<file path="config.mk">
export PLATFORM = sky130hd
export DESIGN_NAME = ldst_pointer_unit_flat
export DESIGN_NICKNAME = d
export VERILOG_FILES = /design/src/rtl/ldst_pointer_unit_if.sv /design/src/rtl/ldst_pointer_unit.sv /design/src/flat_wrapper.sv
export SDC_FILE = /design/constraint.sdc
export NUM_CORES = 1
export LEC_CHECK = 0
export CAP_MARGIN = 20
export CORE_ASPECT_RATIO = 0.9
export CORE_MARGIN = 4
export CORE_UTILIZATION = 50
export DETAILED_ROUTE_END_ITERATION = 8
export PLACE_DENSITY = 0.82
export SLEW_MARGIN = 20
export SYNTH_ARGS = -nofsm -noshare
export SYNTH_HDL_FRONTEND = slang
export SYNTH_SLANG_ARGS = --single-unit
</file>
<file path="constraint.sdc">
create_clock -name clk -period 2.9 [get_ports clk]
set_input_delay 0.435 -clock clk [delete_from_list [all_inputs] [get_ports clk]]
set_output_delay 0.435 -clock clk [all_outputs]
set_load 0.02 [all_outputs]
</file>
<file path="src/rtl/ldst_pointer_unit_if.sv">
// Data-memory request/acknowledge bus between the LD/ST pointer unit and data memory.
// The unit is the master: it owns request, direction, address and write data;
// memory answers with a single-cycle acknowledge and the load byte.
interface ldst_pointer_unit_if #(
    parameter int ADDR_W = 16
);
    logic              mem_req;
    logic              mem_we;
    logic [ADDR_W-1:0] mem_addr;
    logic [7:0]        mem_wdata;
    logic              mem_ack;
    logic [7:0]        mem_rdata;

    modport master (
        output mem_req,
        output mem_we,
        output mem_addr,
        output mem_wdata,
        input  mem_ack,
        input  mem_rdata
    );

    modport slave (
        input  mem_req,
        input  mem_we,
        input  mem_addr,
        input  mem_wdata,
        output mem_ack,
        output mem_rdata
    );
endinterface

</file>
<file path="src/rtl/ldst_pointer_unit.sv">
// LD/ST sequencer for the risc8 core using pointer pairs X/Y/Z (r26/r28/r30).
// Reads the pointer word and store byte, forms the effective address (plain,
// post-increment, pre-decrement, displacement), runs one memory transaction and
// then serializes the pointer word write and the load byte write onto the single
// regfile write port (pointer first, so a load into the pointer register wins).
// Optional feature: define LDST_TIMEOUT_EN to add an ack watchdog with an err pulse.
module ldst_pointer_unit #(
    parameter int ADDR_W  = 16,
    parameter int TIMEOUT = 255
) (
    input  logic        clk,
    input  logic        reset_n,
    input  logic        start,
    input  logic        is_store,
    input  logic [1:0]  mode,
    input  logic [5:0]  q,
    input  logic [5:0]  ptr_reg,
    input  logic [5:0]  data_reg,
    output logic        busy,
    output logic        done,
    output logic [5:0]  rf_a,
    output logic [5:0]  rf_b,
    input  logic [15:0] rf_Ra,
    input  logic [7:0]  rf_Rb,
    output logic        rf_write,
    output logic        rf_write_word,
    output logic [5:0]  rf_d,
    output logic [15:0] rf_Rd,
`ifdef LDST_TIMEOUT_EN
    output logic        err,
`endif
    ldst_pointer_unit_if.master mem
);

    typedef enum logic [2:0] {
        S_IDLE,
        S_RD,
        S_REQ,
        S_PTR,
        S_DATA
    } state_t;

    localparam logic [1:0] MODE_PLAIN = 2'b00;
    localparam logic [1:0] MODE_INC   = 2'b01;
    localparam logic [1:0] MODE_DEC   = 2'b10;
    localparam logic [1:0] MODE_DISP  = 2'b11;

    state_t      state_q, state_d;
    logic        is_store_q, is_store_d;
    logic [1:0]  mode_q, mode_d;
    logic [5:0]  q_q, q_d;
    logic [5:0]  ptr_reg_q, ptr_reg_d;
    logic [5:0]  data_reg_q, data_reg_d;
    logic [15:0] eff_q, eff_d;
    logic [15:0] new_ptr_q, new_ptr_d;
    logic [7:0]  wdata_q, wdata_d;
    logic [7:0]  rdata_q, rdata_d;
    logic        mem_req;
    logic        ptr_update;

`ifdef LDST_TIMEOUT_EN
    localparam int TW = (TIMEOUT > 1) ? $clog2(TIMEOUT + 1) : 1;
    logic [TW-1:0] cnt_q, cnt_d;
`else
    // The watchdog limit has no meaning without the watchdog.
    if (TIMEOUT < 0) begin : g_timeout_unused
    end
`endif

    // Only post-increment and pre-decrement write the pointer back.
    assign ptr_update = (mode_q == MODE_INC) || (mode_q == MODE_DEC);

    // Memory bus driven from captured state so it stays stable while mem_req is high.
    assign mem.mem_req   = mem_req;
    assign mem.mem_we    = mem_req & is_store_q;
    assign mem.mem_addr  = ADDR_W'(eff_q);
    assign mem.mem_wdata = wdata_q;

    // Next-state, capture and output decode for the LD/ST sequence.
    // NOTE: every output and *_d gets a default before the case so no path leaves a value unassigned, which would infer a latch.
    always_comb begin
        state_d       = state_q;
        is_store_d    = is_store_q;
        mode_d        = mode_q;
        q_d           = q_q;
        ptr_reg_d     = ptr_reg_q;
        data_reg_d    = data_reg_q;
        eff_d         = eff_q;
        new_ptr_d     = new_ptr_q;
        wdata_d       = wdata_q;
        rdata_d       = rdata_q;
        busy          = (state_q != S_IDLE);
        done          = 1'b0;
        rf_a          = 6'd0;
        rf_b          = 6'd0;
        rf_write      = 1'b0;
        rf_write_word = 1'b0;
        rf_d          = 6'd0;
        rf_Rd         = 16'h0000;
        mem_req       = 1'b0;
`ifdef LDST_TIMEOUT_EN
        err           = 1'b0;
        cnt_d         = '0;
`endif

        case (state_q)
            S_IDLE: begin
                if (start) begin
                    is_store_d = is_store;
                    mode_d     = mode;
                    q_d        = q;
                    ptr_reg_d  = ptr_reg;
                    data_reg_d = data_reg;
                    // Addresses go out in the accept cycle so the read data
                    // is available by the end of RD.
                    rf_a       = ptr_reg;
                    rf_b       = data_reg;
                    state_d    = S_RD;
                end
            end

            S_RD: begin
                rf_a       = ptr_reg_q;
                rf_b       = data_reg_q;
                wdata_d    = rf_Rb;
                case (mode_q)
                    MODE_DEC:  eff_d = rf_Ra - 16'd1;
                    MODE_DISP: eff_d = rf_Ra + {10'd0, q_q};
                    default:   eff_d = rf_Ra;
                endcase
                case (mode_q)
                    MODE_INC: new_ptr_d = rf_Ra + 16'd1;
                    MODE_DEC: new_ptr_d = rf_Ra - 16'd1;
                    default:  new_ptr_d = rf_Ra;
                endcase
                state_d    = S_REQ;
            end

            S_REQ: begin
                mem_req = 1'b1;
                if (mem.mem_ack) begin
                    rdata_d = mem.mem_rdata;
                    if (ptr_update) begin
                        state_d = S_PTR;
                    end else if (!is_store_q) begin
                        state_d = S_DATA;
                    end else begin
                        done    = 1'b1;
                        state_d = S_IDLE;
                    end
                end
`ifdef LDST_TIMEOUT_EN
                else if (cnt_q == TW'(TIMEOUT - 1)) begin
                    // Give up: no regfile writes for an op whose data never came.
                    done    = 1'b1;
                    err     = 1'b1;
                    state_d = S_IDLE;
                end else begin
                    cnt_d = cnt_q + TW'(1);
                end
`endif
            end

            S_PTR: begin
                rf_write      = 1'b1;
                rf_write_word = 1'b1;
                rf_d          = ptr_reg_q;
                rf_Rd         = new_ptr_q;
                if (!is_store_q) begin
                    state_d = S_DATA;
                end else begin
                    done    = 1'b1;
                    state_d = S_IDLE;
                end
            end

            S_DATA: begin
                rf_write = 1'b1;
                rf_d     = data_reg_q;
                rf_Rd    = {8'h00, rdata_q};
                done     = 1'b1;
                state_d  = S_IDLE;
            end

            default: begin
                state_d = S_IDLE;
            end
        endcase
    end

    // State and operand registers; reset mid-op simply returns to IDLE.
    // NOTE: sequential state uses non-blocking assignments so every flop samples pre-edge values.
    always_ff @(posedge clk or negedge reset_n) begin
        if (!reset_n) begin
            state_q    <= S_IDLE;
            is_store_q <= 1'b0;
            mode_q     <= MODE_PLAIN;
            q_q        <= 6'd0;
            ptr_reg_q  <= 6'd0;
            data_reg_q <= 6'd0;
            eff_q      <= 16'h0000;
            new_ptr_q  <= 16'h0000;
            wdata_q    <= 8'h00;
            rdata_q    <= 8'h00;
        end else begin
            state_q    <= state_d;
            is_store_q <= is_store_d;
            mode_q     <= mode_d;
            q_q        <= q_d;
            ptr_reg_q  <= ptr_reg_d;
            data_reg_q <= data_reg_d;
            eff_q      <= eff_d;
            new_ptr_q  <= new_ptr_d;
            wdata_q    <= wdata_d;
            rdata_q    <= rdata_d;
        end
    end

`ifdef LDST_TIMEOUT_EN
    // Ack watchdog: counts REQ cycles that pass without mem_ack.
    always_ff @(posedge clk or negedge reset_n) begin
        if (!reset_n) begin
            cnt_q <= '0;
        end else begin
            cnt_q <= cnt_d;
        end
    end
`endif

endmodule

</file>
<file path="src/flat_wrapper.sv">
// flat-port wrapper written by rule: the top's interface ports become plain ports
module ldst_pointer_unit_flat 
#(
    parameter int ADDR_W  = 16,
    parameter int TIMEOUT = 255
)
  (clk, reset_n, start, is_store, mode, q, ptr_reg, data_reg, busy, done, rf_a, rf_b, rf_Ra, rf_Rb, rf_write, rf_write_word, rf_d, rf_Rd, mem_mem_req, mem_mem_we, mem_mem_addr, mem_mem_wdata, mem_mem_ack, mem_mem_rdata);
  ldst_pointer_unit_if #(.ADDR_W(ADDR_W)) mem_i ();
  input  logic clk;
  input  logic reset_n;
  input  logic start;
  input  logic is_store;
  input  logic [1:0] mode;
  input  logic [5:0] q;
  input  logic [5:0] ptr_reg;
  input  logic [5:0] data_reg;
  output logic busy;
  output logic done;
  output logic [5:0] rf_a;
  output logic [5:0] rf_b;
  input  logic [15:0] rf_Ra;
  input  logic [7:0] rf_Rb;
  output logic rf_write;
  output logic rf_write_word;
  output logic [5:0] rf_d;
  output logic [15:0] rf_Rd;
  output wire logic [$bits(mem_i.mem_req)-1:0] mem_mem_req;
  output wire logic [$bits(mem_i.mem_we)-1:0] mem_mem_we;
  output wire logic [$bits(mem_i.mem_addr)-1:0] mem_mem_addr;
  output wire logic [$bits(mem_i.mem_wdata)-1:0] mem_mem_wdata;
  input wire logic [$bits(mem_i.mem_ack)-1:0] mem_mem_ack;
  input wire logic [$bits(mem_i.mem_rdata)-1:0] mem_mem_rdata;
  assign mem_mem_req = mem_i.mem_req;
  assign mem_mem_we = mem_i.mem_we;
  assign mem_mem_addr = mem_i.mem_addr;
  assign mem_mem_wdata = mem_i.mem_wdata;
  assign mem_i.mem_ack = mem_mem_ack;
  assign mem_i.mem_rdata = mem_mem_rdata;
  ldst_pointer_unit #(.ADDR_W(ADDR_W), .TIMEOUT(TIMEOUT)) u_core (.clk(clk), .reset_n(reset_n), .start(start), .is_store(is_store), .mode(mode), .q(q), .ptr_reg(ptr_reg), .data_reg(data_reg), .busy(busy), .done(done), .rf_a(rf_a), .rf_b(rf_b), .rf_Ra(rf_Ra), .rf_Rb(rf_Rb), .rf_write(rf_write), .rf_write_word(rf_write_word), .rf_d(rf_d), .rf_Rd(rf_Rd), .mem(mem_i));
endmodule
</file>
==> impl_metrics.toml, run 1 <==
# generated from flow reports
[outcome]
run_status = "completed"

[final_timing]
timing.final.max_slew_violations = 0
maxClockFrequency_mhz = 369.7
finalHoldViolCount = 0
finalClockSkew_ns = 0.01022
timing.slew.headroom_pct = 43.28

[worst_setup_path]
cp_cell_sequence = "nand2b_1, nor2_1, buf_4, a22o_1, clkdlybuf4s50_1"
regToRegEndpoint = "u_core.mem.mem_addr[14]$_DFFE_PN0P_"
regToRegStartpoint = "u_core.q_q[0]$_DFFE_PN0P_"

[global_route]
grt_util_met1_pct = 37.22
first_pass_grt_wire_length_um = 23870

[placement]
buffers_on_ports = 120
place_congestion = 0.9224

[routing]
detail_route.first_pass.iterations = 5
vias = 4832
drc = 0

[finish]
antenna_cells = 0

[logic_synthesis]
synth-edff-count = 0
post_synth_main_logic_family = "AND-OR/OR-AND gates"
synth-async-reset-ratio_pct = 100.0
synthDistinctLibCells = 59

[cts]
clk_root_buffer_cell = "clkbuf_8"
post-cts-setup-buffer-count = 0

[die]
chip_area_mm2 = 0.01102
floorplan.core_util_pct = 51.52

[power]
ir_worst_vdd_mv = 0.5699
power_per_cell_area_mw_per_mm2 = 1047
-- run 1: metrics by stage --
stage	util, %	worst slack (ns)	cells	hold slack (ns)	TNS (ns)
final	70.33	0.1953	798	0.1060	0
after floorplan	-	0.4775	549	0.1394	0
after global routing	70.33	0.08242	798	0.1456	0
after CTS	69.96	0.02874	798	0.1189	0
after detailed placement	67.49	-0.08969	782	0.4582	-0.08969
after global placement	67.49	0.09809	782	0.4541	0
-- run 1: routing by layer --
layer / part of all wire (%) / routed length [um]
met1: 42 / 6352
met2: 46 / 6927
met3: 9.9 / 1480
met5: 0 / 0
met4: 1.8 / 263
-- run 1: placed cells by master (no fill, tap or decap), types with 8 or more instances in the layout --
| cell type | instances |
|---|---|
| a21oi_1 | 34 |
| a22o_1 | 26 |
| a31oi_1 | 16 |
| and2_1 | 12 |
| buf_4 | 33 |
| clkbuf_8 | 9 |
| clkdlybuf4s50_1 | 107 |
| dfrtp_1 | 72 |
| dlymetal6s2s_1 | 12 |
| ha_1 | 11 |
| inv_1 | 16 |
| mux2_2 | 26 |
| nand2_1 | 76 |
| nand3_1 | 18 |
| nor2_1 | 36 |
| nor3_1 | 8 |
| o21ai_0 | 45 |
-- run 1: power breakdown --
group	total, mW	internal, mW	switching, mW
combinational	3.94	1.70	2.24
clock	0.928	0.494	0.435
sequential	1.85	1.51	0.339
total	6.72	3.71	3.01
-- run 1: cell usage after synthesis (all sizes together), types with 3 or more instances --
library cell | number | area [um2]
nand2 | 77 | 291.5
dfrtp | 72 | 1802
o21ai | 45 | 225.2
nor2 | 38 | 142.6
a21oi | 35 | 175.2
clkbuf | 29 | 108.9
a22o | 26 | 227.7
mux2 | 26 | 292.8
nand3 | 18 | 90.09
a31oi | 16 | 100.1
inv | 16 | 60.06
buf | 15 | 85.08
and2 | 12 | 75.07
ha | 11 | 137.6
nor3 | 8 | 40.04
nand2b | 7 | 43.79
or3 | 7 | 48.80
xor2 | 7 | 61.31
a221oi | 6 | 52.55
o31ai | 6 | 45.04
and3 | 5 | 31.28
nor4 | 5 | 46.29
or2 | 5 | 31.28
xnor2 | 5 | 43.79
o22ai | 4 | 25.02
or4 | 4 | 33.78
a22oi | 3 | 22.52
a41oi | 3 | 26.28
o211ai | 3 | 22.52
o21a | 3 | 22.52
o41ai | 3 | 26.28
-- run 1: flip-flops by register name, summed over array words and instances, names as in the netlist --
signal	flops
u_core.new_ptr_q	16
u_core.mem.mem_wdata	8
u_core.rdata_q	8
u_core.mem.mem_addr	16
u_core.is_store_q	1
u_core.q_q	6
u_core.state_q	3
u_core.data_reg_q	6
u_core.ptr_reg_q	6
u_core.mode_q	2
-- run 1: critical path, delay by kind of cell (launching register included) --
family          cells  cell delay, ns
compound gates      1            0.16
buf+inv             2            0.87
flops               1            0.47
simple gates        2            0.40
-- run 1: cell type report --
cell class,count,share of cell area (%)
repair buffers,155,23.59
inverters,17,0.9943
clock inverters,7,1.579
multi-input cells,416,41.45
well taps,122,2.379
flip-flops and latches,72,28.08
clock buffers,9,1.930
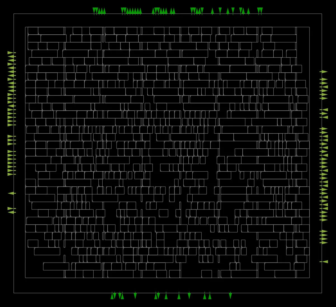
*Placement view, run 1*
well-tap cell count: 122
final cell count without fillers: 798
sequential cell area share: 28.08%
core area: 0.009125 mm2

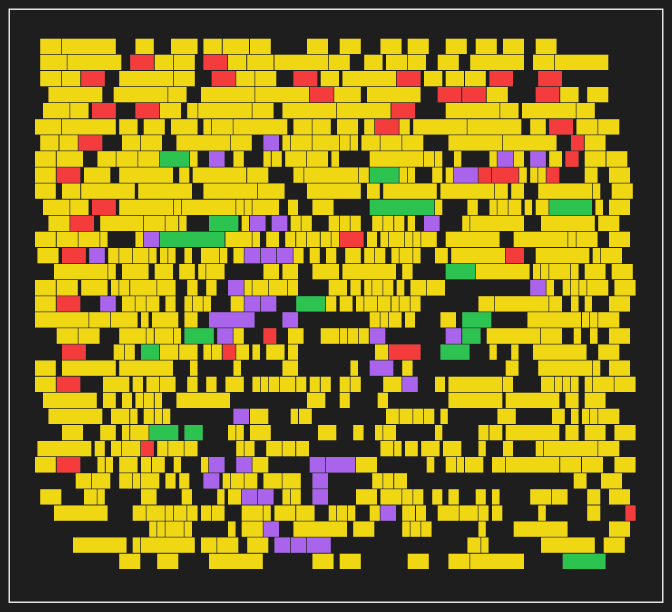
*Drive-strength map, run 1*
Key: drive 1 or less = yellow [cells 582]; drive 2 = red [cells 38]; drive 6 and up = green [cells 16]; drive 3 to 4 = purple [cells 40]

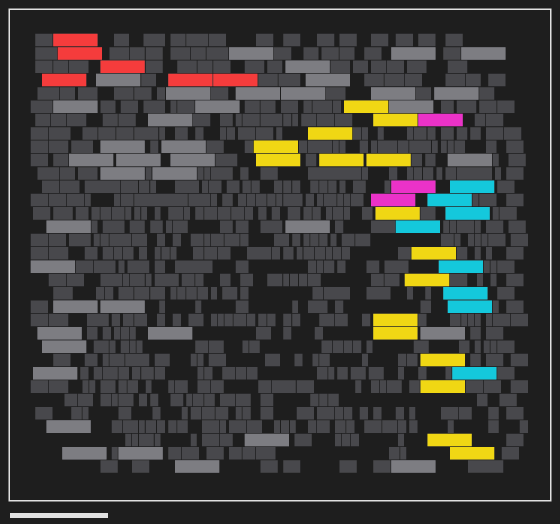
*Sequential cells coloured by netlist name, run 1*
Scale bar: 20 um.
Key: u_core.mem.mem_wdata = cyan [flops 8, where right middle]; u_core.state_q = magenta [flops 3]; u_core.data_reg_q = red [flops 6, where top left]; u_core.new_ptr_q = yellow [flops 16]
Another 39 sequential cells are not coloured.

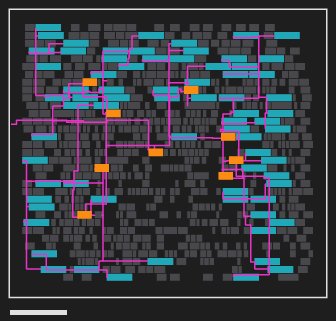
*Clock wires, drivers and flops, run 1*
Scale bar: 20 um.
Key: clock wires = magenta [length 1030 um]; cells driving clock nets = orange [count 9]; flip-flops = cyan [count 72]
Position of the flops: all over the die. There are 10 routed clock nets.
power in the clock group: 0.928 mW
clock network power share: 13.8%
worst skew pair latency: 0.35 ns

==> run 2: changes to the inputs <==
--- a/config.mk
+++ b/config.mk
@@ -5,12 +5,13 @@
 export SDC_FILE = /design/constraint.sdc
 export NUM_CORES = 1
 export LEC_CHECK = 0
+export ABC_AREA = 1
 export CAP_MARGIN = 20
 export CORE_ASPECT_RATIO = 0.9
 export CORE_MARGIN = 4
 export CORE_UTILIZATION = 50
 export DETAILED_ROUTE_END_ITERATION = 8
-export PLACE_DENSITY = 0.82
+export PLACE_DENSITY = 0.81
 export SLEW_MARGIN = 20
 export SYNTH_ARGS = -nofsm -noshare
 export SYNTH_HDL_FRONTEND = slang
==> run 2 against run 1 <==
Cell count grew 20%. Synthesized area increased by 5.0%. Synthesized cell count increased by 31%. Worst hold slack lost 0.026 ns. Critical endpoint is now rf_Rd[7]. Final area up 0.45%. Total power shrank 2.6%. Clock skew increased by 0.00087 ns. Global-route usage is 0.51 points lower. Critical path depth is 1 lower. First-iteration DRC count grew 62%.
==> impl_metrics.toml, run 2 <==
# generated from flow reports
[placement]
buffers_on_ports = 120
place_congestion = 0.9357

[routing]
drc = 0
detail_route.first_pass.iterations = 6

[logic_synthesis]
leading_post_synthesis_cells_by_cell_area = "dfrtp_1 37%, nand2_1 14%, nand3_1 7.4%"
ys_top_cells_by_count = "181 x nand2_1, 81 x inv_1, 73 x nand3_1"
post-synth-top-count-cell = "nand2_1"
synth-edff-count = 0
synthDistinctLibCells = 37

[finish]
antenna_cells = 0
mostFrequentLayoutCell = "nand2_1"
mostFrequentLayoutCells = "181 x nand2_1, 107 x clkdlybuf4s50_1, 81 x inv_1, 72 x nand3_1, 72 x dfrtp_1"
layout.cells.non_filler = 958

[power]
power_switching_mw = 3.089
power_per_cell_area_mw_per_mm2 = 1015
internal_power_mw = 3.453
power.share.sequential_pct = 26.8

[final_timing]
maxClockFrequency_mhz = 364.7
setup-tns-final_ns = 0
finalHoldViolCount = 0
timing.slew.headroom_pct = 58.73

[die]
floorplan.core_util_pct = 51.11

[outcome]
run_status = "completed"
run 2: netlist changes by cell type in the layout (fill, tap and decap cells not counted), moves of 11 or more:
| cell | previous run | this run |
|---|---|---|
| a21oi_1 | 34 | 52 |
| a31oi_1 | 16 | 5 |
| nand3_1 | 18 | 72 |
| a22o_1 | 26 | 0 |
| buf_4 | 33 | 11 |
| nand2_1 | 76 | 181 |
| nor2_1 | 36 | 66 |
| inv_1 | 16 | 81 |
| mux2_2 | 26 | 0 |
run 2: metrics by stage:
stage | total power [mW] | instance area, um2 | setup slack [ns] | util [%] | hold WS, ns
floorplan | 4.127 | 4936 | 0.9472 | - | 0.1394
global placement | 5.474 | 6168 | 0.3764 | 63.88 | 0.4443
detailed placement | 5.583 | 6168 | 0.2666 | 63.88 | 0.4399
CTS | 6.541 | 6406 | 0.003603 | 66.34 | 0.08370
global route | 7.035 | 6446 | 0.05756 | 66.75 | 0.1226
finish | 6.542 | 6446 | 0.1580 | 66.75 | 0.07992
run 2: per-layer routing:
metal / global-route usage (%) / routed length (um) / vias to the layer above
li1: - / - / 2540
met1: 34.96 / 6729 / 2479
met2: 43.94 / 7153 / 237
met3: 5.269 / 1038 / 36
met4: 11.28 / 446 / 0
met5: 0 / 0 / -
run 2: final cells by class:
class / count / area [um2] / area share (%)
timing repair buffer: 131 / 1309 / 20.30
inverter: 91 / 349.1 / 5.415
multi-input combinational: 522 / 2599 / 40.31
tap: 126 / 157.7 / 2.446
clock inverter: 5 / 78.83 / 1.223
clock buffer: 11 / 151.4 / 2.349
sequential: 72 / 1802 / 27.95
run 2: worst paths after layout:
kind | start | cells after the start | end | slack (ns)
setup / recovery | u_core.state_q[0]$_DFFE_PN0P_ | 4 | rf_Rd[7] | 0.16
hold / removal | reset_n | 1 | u_core.state_q[0]$_DFFE_PN0P_ | 0.08
setup reg to reg | u_core.mode_q[0]$_DFFE_PN0P_ | 8 | u_core.new_ptr_q[2]$_DFFE_PN0P_ | 0.62
hold reg to reg | u_core.is_store_q$_DFFE_PN0P_ | 1 | u_core.state_q[2]$_DFFE_PN0P_ | 0.47
max in group asynchronous | reset_n | 2 | u_core.mem.mem_wdata[4]$_DFFE_PN0P_ | 1.99
min in group clk | u_core.is_store_q$_DFFE_PN0P_ | 1 | u_core.state_q[2]$_DFFE_PN0P_ | 0.47
run 2: worst max-delay path, stage by stage (launching register included):
cell and delay [ns]:
dfrtp_1 0.49, inv_1 0.18, nand3_2 0.33, o21ai_0 0.30
clkdlybuf4s50_1 0.64
run 2: what timing repair did:
action,in CTS,in global routing
setup endpoints to repair,19,30
resized,2,16
cloned,0,0
run 2: power by group through the flow:
stage	combinational, mW	clock (mW)	sequential (mW)
6_report	3.87	0.924	1.75
2_1_floorplan	2.23	0	1.90
4_1_cts	3.85	0.943	1.75
5_1_grt	4.25	0.986	1.79
3_5_place_dp	3.83	0	1.75
3_3_place_gp	3.74	0	1.73
run 2: cells by family after synthesis:
kind of cell	after synthesis	synth area share [%]
flip-flops	72	36.50
AND/OR/NAND/NOR	364	33.21
XOR/XNOR	1	0.1775
AND-OR/OR-AND	145	15.87
adder cells (fa/ha/maj)	12	3.194
buffers and inverters	125	11.05
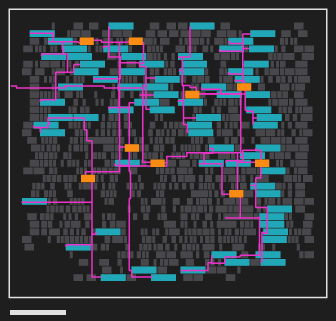
*Clock wires, drivers and flops, run 2*
Scale bar: 20 um.
Key: flip-flops = cyan [count 72]; cells driving clock nets = orange [count 9]; clock wires = magenta [length 1000 um]
There are 10 routed clock nets.
worst skew pair latency: 0.36 ns
power in the clock group: 0.924 mW
clock network power share: 14.1%
Max Clock Skew: 0.01110 ns

Power figures rest on the tool's default switching activity, not on a simulated workload.
